## config.mk

```make
export PLATFORM = sky130hd
export DESIGN_NAME = fetch_controller
export DESIGN_NICKNAME = d
export VERILOG_FILES = /design/src/rtl/fetch_pkg.sv /design/src/rtl/fetch_controller.sv
export SDC_FILE = /design/constraint.sdc
export NUM_CORES = 1
export LEC_CHECK = 0
export ABC_AREA = 1
export CAP_MARGIN = 20
export CORE_MARGIN = 3
export CORE_UTILIZATION = 50
export CTS_CLUSTER_DIAMETER = 30
export DETAILED_ROUTE_END_ITERATION = 12
export GPL_TIMING_DRIVEN = 0
export PLACE_DENSITY = 0.89
export REMOVE_ABC_BUFFERS = 1
export SYNTH_ARGS = -nofsm -noshare
export SYNTH_HDL_FRONTEND = slang
export SYNTH_SLANG_ARGS = --single-unit
```

## constraint.sdc

```tcl
create_clock -name clk -period 7.1 [get_ports clk]
set_input_delay 0.71 -clock clk [delete_from_list [all_inputs] [get_ports clk]]
set_output_delay 0.71 -clock clk [all_outputs]
set_load 0.005 [all_outputs]
```

## src/rtl/fetch_pkg.sv

```systemverilog
// Shared types and default constants for the instruction fetch controller.
package fetch_pkg;

   typedef enum logic [1:0] {
      ST_WAIT,
      ST_VALID,
      ST_HALT,
      ST_FAULT
   } state_t;

   localparam int unsigned INST_BYTES    = 4;
   localparam logic [63:0] DEF_RESET_PC  = 64'h0;
   localparam int unsigned DEF_MEM_WAIT  = 1;
   localparam int unsigned DEF_MEM_BYTES = 1024;

endpackage

```

## src/rtl/fetch_controller.sv

```systemverilog
// Instruction fetch FSM: holds the PC on a combinational memory, samples after
// MEM_WAIT cycles, and hands words to decode. FETCH_HALT_ON_ZERO_EN stops on a zero word.
module fetch_controller
   import fetch_pkg::*;
#(
   parameter logic [63:0] RESET_PC  = DEF_RESET_PC,
   parameter int unsigned MEM_WAIT  = DEF_MEM_WAIT,
   parameter int unsigned MEM_BYTES = DEF_MEM_BYTES
) (
   input  logic        clk,
   input  logic        rst,
   input  logic        en,
   output logic [63:0] imem_addr,
   input  logic [31:0] imem_data,
   output logic        inst_valid,
   input  logic        inst_ready,
   output logic [31:0] inst,
   output logic [63:0] inst_pc,
   input  logic        br_valid,
   input  logic [63:0] br_target,
   output logic        halted,
   output logic        fault
);

   localparam logic [3:0]  WAIT_MAX  = 4'(MEM_WAIT);
   localparam logic [63:0] LAST_BYTE = 64'(MEM_BYTES - 1);
   localparam logic [63:0] PC_STEP   = 64'(INST_BYTES);

   state_t      state;
   logic [63:0] pc;
   logic [3:0]  cnt;
   logic        cnt_done;
   logic        bad_addr;
   logic        halt_word;

   assign imem_addr = pc;
   assign cnt_done  = (cnt == WAIT_MAX);
   assign bad_addr  = (pc[1:0] != 2'b00) || ((pc + 64'd3) > LAST_BYTE);

`ifdef FETCH_HALT_ON_ZERO_EN
   assign halt_word = (imem_data == 32'h0);
`else
   assign halt_word = 1'b0;
`endif

   always_ff @(posedge clk) begin
      if (rst) begin
         state      <= ST_WAIT;
         pc         <= RESET_PC;
         cnt        <= '0;
         inst_valid <= 1'b0;
         inst       <= '0;
         inst_pc    <= '0;
         halted     <= 1'b0;
         fault      <= 1'b0;
      end else if (br_valid && state != ST_FAULT) begin
         // redirect beats capture and transfer; a coincident transfer is simply consumed
         state      <= ST_WAIT;
         pc         <= br_target;
         cnt        <= '0;
         inst_valid <= 1'b0;
         halted     <= 1'b0;
      end else begin
         case (state)
            ST_WAIT: begin
               if (en) begin
                  if (cnt_done) begin
                     cnt <= '0;
                     if (bad_addr) begin
                        state <= ST_FAULT;
                        fault <= 1'b1;
                     end else if (halt_word) begin
                        state  <= ST_HALT;
                        halted <= 1'b1;
                     end else begin
                        state      <= ST_VALID;
                        inst       <= imem_data;
                        inst_pc    <= pc;
                        pc         <= pc + PC_STEP;
                        inst_valid <= 1'b1;
                     end
                  end else begin
                     cnt <= cnt + 4'd1;
                  end
               end
            end
            ST_VALID: begin
               // imem_addr already holds the next PC, so the wait overlaps the hold
               if (en && !cnt_done) cnt <= cnt + 4'd1;
               if (inst_ready) begin
                  state      <= ST_WAIT;
                  inst_valid <= 1'b0;
               end
            end
            default: ;
         endcase
      end
   end

endmodule

```

==> impl_metrics.toml, run 1 <==
# generated from flow reports
[outcome]
status = "finished, final reports clean"

[run]
maxCapViolCount = 0

[synth]
area_leaders = "dfxtp_1, nand2_1, nor2_1"
top_area_share_pct = 35.7
synth.cell_area_sq_mm = 0.00943
edf_count = 0

[floorplan]
num_tap_cells = 229
dieArea_sq_mm = 0.0205

[final_timing]
worst_slew_pin_slew_ns = 0.877

[critical_path]
end_kind = "flip-flop"
reg2reg_to = "inst_pc[8]$_SDFFE_PP0P_"
critPathLaunchType = "flip-flop"
crit_type = "flip-flop to flip-flop"
crit_fanout = 24

[cells_and_area]
comb.multi_input.count = 1125
nets = 1932
area_share_nonclk_buffers_pct = 21.7
drive_gt1_share_pct = 4.02
comb_area_share_pct = 38.0

[placed_design]
globalplace.congestion = 0.976

[clock_tree]
cts_buffer_depth = 2

[global_route]
grt_first_pass_wirelength_um = 55000

[pwr]
p_leak_nw = 6.05

[detailed_routing]
drt_iter0_drc = 804
==> run 1: stage by stage <==
| stage | worst slack, ns | power [mW] | area [sq um] | hold WS [ns] | std cells |
|---|---|---|---|---|---|
| after floorplan | -0.195 | 1.15 | 9170 | 0.435 | 1539 |
| after global placement | -4.42 | 1.32 | 12100 | 0.442 | 2030 |
| after detailed placement | 2.52 | 1.32 | 12300 | 0.444 | 2038 |
| after CTS | 2.48 | 2.27 | 12900 | 0.456 | 2070 |
| after global routing | 2.09 | 2.34 | 12900 | 0.468 | 2070 |
| final | 2.44 | 2.26 | 12900 | 0.454 | 2070 |
==> run 1: cells by family after synthesis <==
| group | count (synthesis) | synth area share, % |
|---|---|---|
| other cells | 1 | 0.0398 |
| xor+xnor | 15 | 1.39 |
| fa+ha+maj | 3 | 0.398 |
| simple gates | 978 | 43.0 |
| flops | 168 | 35.7 |
| buf+inv | 299 | 12.6 |
| compound gates | 128 | 6.91 |
==> run 1: worst max-delay path by stage <==
stage	slack (ns)	cells past startpoint	startpoint	to
floorplan	-0.19	5	br_valid	inst_pc[2]$_SDFFE_PP0P_
global placement	-4.42	6	br_valid	inst_pc[2]$_SDFFE_PP0P_
detailed placement	2.52	21	imem_addr[2]$_SDFFE_PP0P_	inst_pc[8]$_SDFFE_PP0P_
CTS	2.48	21	imem_addr[2]$_SDFFE_PP0P_	inst_pc[8]$_SDFFE_PP0P_
global route	2.09	21	imem_addr[2]$_SDFFE_PP0P_	inst_pc[7]$_SDFFE_PP0P_
finish	2.44	21	imem_addr[2]$_SDFFE_PP0P_	inst_pc[8]$_SDFFE_PP0P_
==> run 1: synth_stat cells, types with 8 or more instances <==
master,n
buf_1,9
o21ai_0,75
nor3_1,9
inv_2,8
nor2_1,308
xor2_1,14
dfxtp_1,168
nand2_1,456
nor2_2,11
buf_2,19
inv_1,235
o21ai_1,8
nand4_1,27
a21oi_1,40
clkbuf_1,19
nand3_1,140
nand3b_1,9
==> run 1: where the power goes <==
part	total [mW]	internal (mW)	switching, mW
combinational	0.288	0.143	0.145
clock	0.957	0.487	0.470
sequential	1.02	0.968	0.0504
total	2.26	1.60	0.666
==> run 1: registers in the layout, summed over array words and instances (netlist names) <==
register    count
state           2
inst_valid      1
inst_pc        64
imem_addr      64
cnt             4
fault           1
inst           32
==> run 1: cells in the final DEF, fill, tap and decap left out, drive strengths merged, types with 14 or more instances in the layout <==
| cell type | instances |
|---|---|
| o21ai | 83 |
| nor2 | 324 |
| clkdlybuf4s50 | 262 |
| nand2 | 461 |
| dfxtp | 168 |
| xor2 | 14 |
| clkbuf | 18 |
| inv | 251 |
| nand3 | 141 |
| a21oi | 40 |
| nand4 | 27 |
==> run 1: critical path: stages (launching register included) <==
cell	delay, ns
dfxtp_1	0.51
ha_1	0.29
inv_1	0.12
nor2_2	0.19
nand2_1	0.17
nor2_1	0.27
nand2_1	0.23
o21ai_1	0.26
nand2_1	0.08
nor2_1	0.11
nand2_1	0.06
nor2_1	0.18
nand2_1	0.07
nor2_1	0.18
nand4_1	0.71
buf_16	0.44
buf_8	0.18
buf_16	0.16
buf_8	0.16
nand2_1	0.06
nand2_1	0.05
nor2_1	0.10
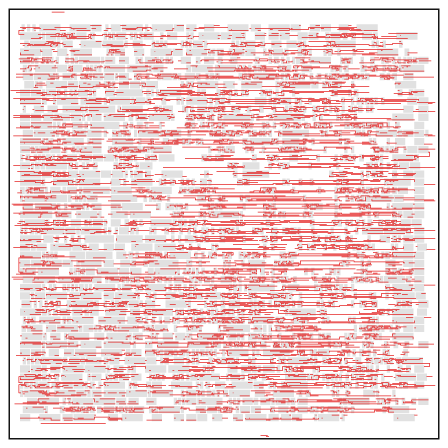
Run 1: the metal 1 layer
1780 nets have wire on it. The longest straight run is 50.1 um. The wires run mostly horizontal. The layer carries 13300 um of wire. The layer holds 37% of the routed length.

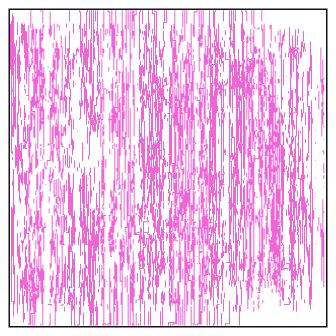
Run 1: metal 2
The longest straight run is 62.0 um. The layer carries 17200 um of wire.

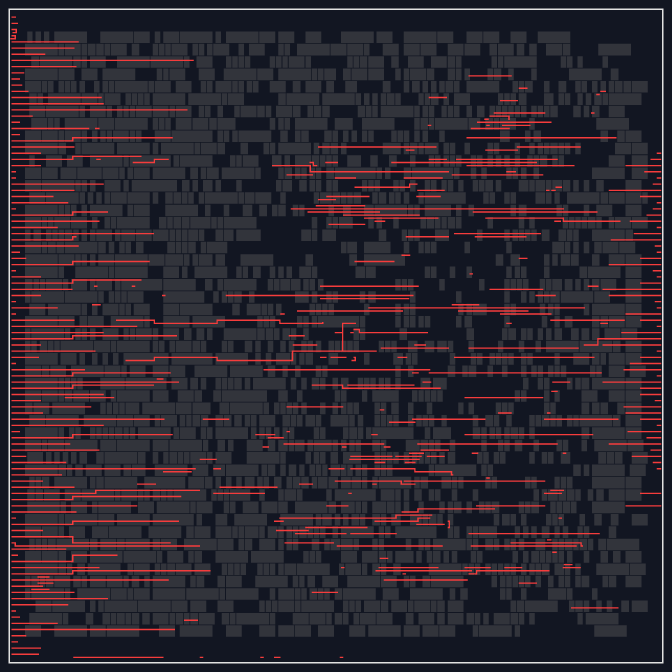
Run 1: M3 wires
The layer holds 10% of the routed length. The longest straight run is 59.8 um. 280 nets have wire on it. The wires run mostly horizontal.

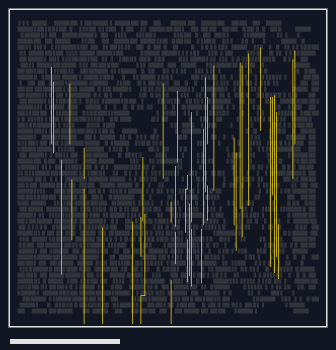
Run 1: signal wires on met4
Scale bar: 50 um.
37 nets have wire on it. The layer carries 1670 um of wire. The longest straight run is 80.2 um. The layer holds 4.6% of the routed length.
Post-Route WL: 35900 um
Vias: 10777

--- run 2 (diff from run 1) ---
CORE_UTILIZATION = 49   (was 50)
PLACE_DENSITY = 0.88   (was 0.89)
clock period = 4.5 ns   (was 7.1 ns; I/O delays follow)
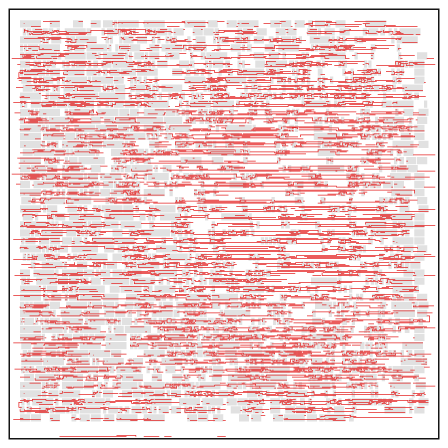
Run 2: the metal 1 layer
met1 usage: 40.2%
Vias: 10831
Post-Route WL: 36700 um

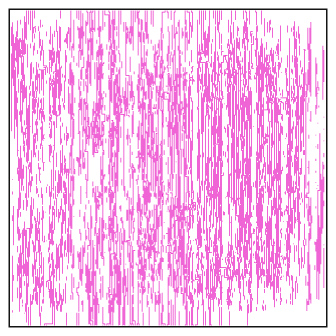
Run 2: metal 2
The layer carries 18000 um of wire. 1548 nets have wire on it. The wires run mostly vertical. The longest straight run is 77.9 um. The layer holds 49% of the routed length.

==> impl_metrics.toml, run 2 <==
# generated from flow reports
[outcome]
status = "finished, final reports clean"

[synth]
top_area_share_pct = 35.7
synth.most_common_cell = "nand2_1"
edf_count = 0
top_cells_by_count = "nand2_1, nor2_1, inv_1"
synth.cell_area_sq_mm = 0.00943
area_leaders = "dfxtp_1, nand2_1, nor2_1"

[critical_path]
worst_path_largest_cell_delay_ns = 0.53
crit_fanout = 24
crit_type = "flip-flop to flip-flop"
crit_buf_inv = 5
crit_slowest_cell = "dfxtp_1"
path_delay_family = "simple AND/OR/NAND/NOR gates"

[pwr]
p_total_mw = 3.54
p_leak_nw = 6.03

[cells_and_area]
drive_gt1_share_pct = 4.02
layout_top_cell = "nand2_1"
fin_cells = 2101
nets = 1933
finalInstanceArea_sq_mm = 0.0129
final_cell_mix = "nand2_1, nor2_1, clkdlybuf4s50_1, inv_1, dfxtp_1"

[detailed_routing]
route.detailed.drc = 0
drt_iter0_drc = 847

[run]
maxCapViolCount = 0

[clock_tree]
cts_buffer_depth = 2
cts_tree = "yes"

[global_route]
grt_first_pass_wirelength_um = 55600
grt_max_degree = 90

[final_timing]
setup_slack_ns = 0.412
hold_slack_ns = 0.459

[placed_design]
globalplace.congestion = 0.990
placed_area_sq_mm = 0.0123
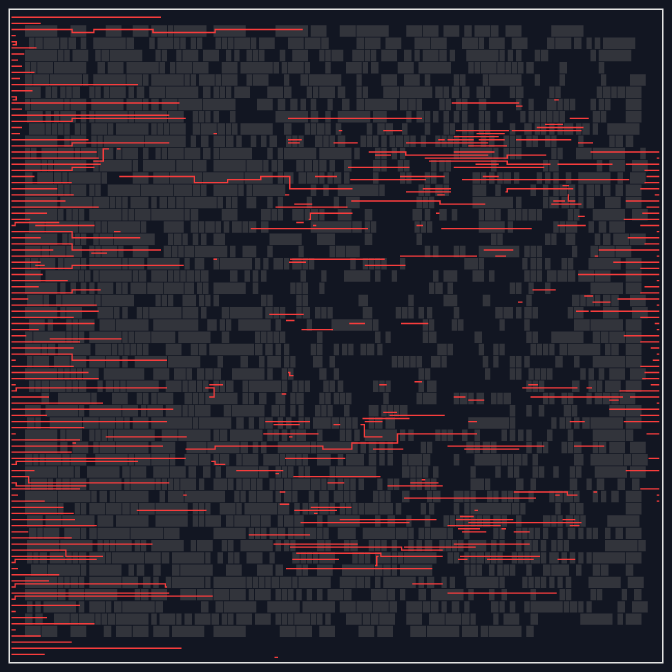
Run 2: M3 wires
271 nets have wire on it. The wires run mostly horizontal. The layer holds 9.2% of the routed length. The longest straight run is 43.7 um.

==> run 2: what timing repair did <==
action                                  CTS  global route
buffers inserted                          0             1
resized                                   0             1
endpoints found under the setup margin    0            73
==> run 2: area by class of cell <==
| cell class | count | area, sq um | share of cell area [%] |
|---|---|---|---|
| multi-input cells | 1125 | 4900 | 38.1 |
| repair buffers | 271 | 2780 | 21.6 |
| flip-flops and latches | 168 | 3360 | 26.1 |
| clock inverters | 14 | 155 | 1.20 |
| clock buffers | 17 | 425 | 3.30 |
| well taps | 260 | 325 | 2.53 |
| inverters | 246 | 927 | 7.20 |
==> run 2: cells by family (layout without fill, tap and decap cells) <==
logic type | count (synthesis) | in the layout | synth area share (%)
buffers and inverters | 299 | 548 | 12.6
AND/OR/NAND/NOR | 978 | 978 | 43.0
AND-OR/OR-AND | 128 | 128 | 6.91
flip-flops | 168 | 168 | 35.7
adder cells (fa/ha/maj) | 3 | 3 | 0.398
other | 1 | 1 | 0.0398
XOR/XNOR | 15 | 15 | 1.39
==> run 2: metal layers <==
metal,global-route usage [%],vias up,share of wire (%)
met4,11.6,0,3.1
met3,10.3,64,9.2
met2,60.7,455,49
li1,-,5363,-
met5,0,-,0
met1,40.2,4949,39
==> run 2: final timing paths <==
kind / start / endpoint / slack (ns) / depth (start not counted)
max reg2reg: imem_addr[2]$_SDFFE_PP0P_ / inst_pc[5]$_SDFFE_PP0P_ / 0.41 / 21
max: imem_addr[2]$_SDFFE_PP0P_ / inst_pc[5]$_SDFFE_PP0P_ / 0.41 / 21
min reg2reg: inst_pc[22]$_SDFFE_PP0P_ / inst_pc[22]$_SDFFE_PP0P_ / 0.46 / 2
min: inst_pc[22]$_SDFFE_PP0P_ / inst_pc[22]$_SDFFE_PP0P_ / 0.46 / 2
==> run 2: tightest hold or removal path: cells and delay by family, from the launching register on <==
kind,cells,cell delay [ns]
DFF,1,0.31
and+or+nand+nor,1,0.07
buffers and inverters,1,0.03
==> run 2: where the power goes <==
part	leakage (nW)	internal (mW)	switching (mW)
logic	4.38	0.226	0.234
registers	1.37	1.53	0.0811
clock network	0.284	0.741	0.733
Power is estimated from default activity; no workload was simulated.
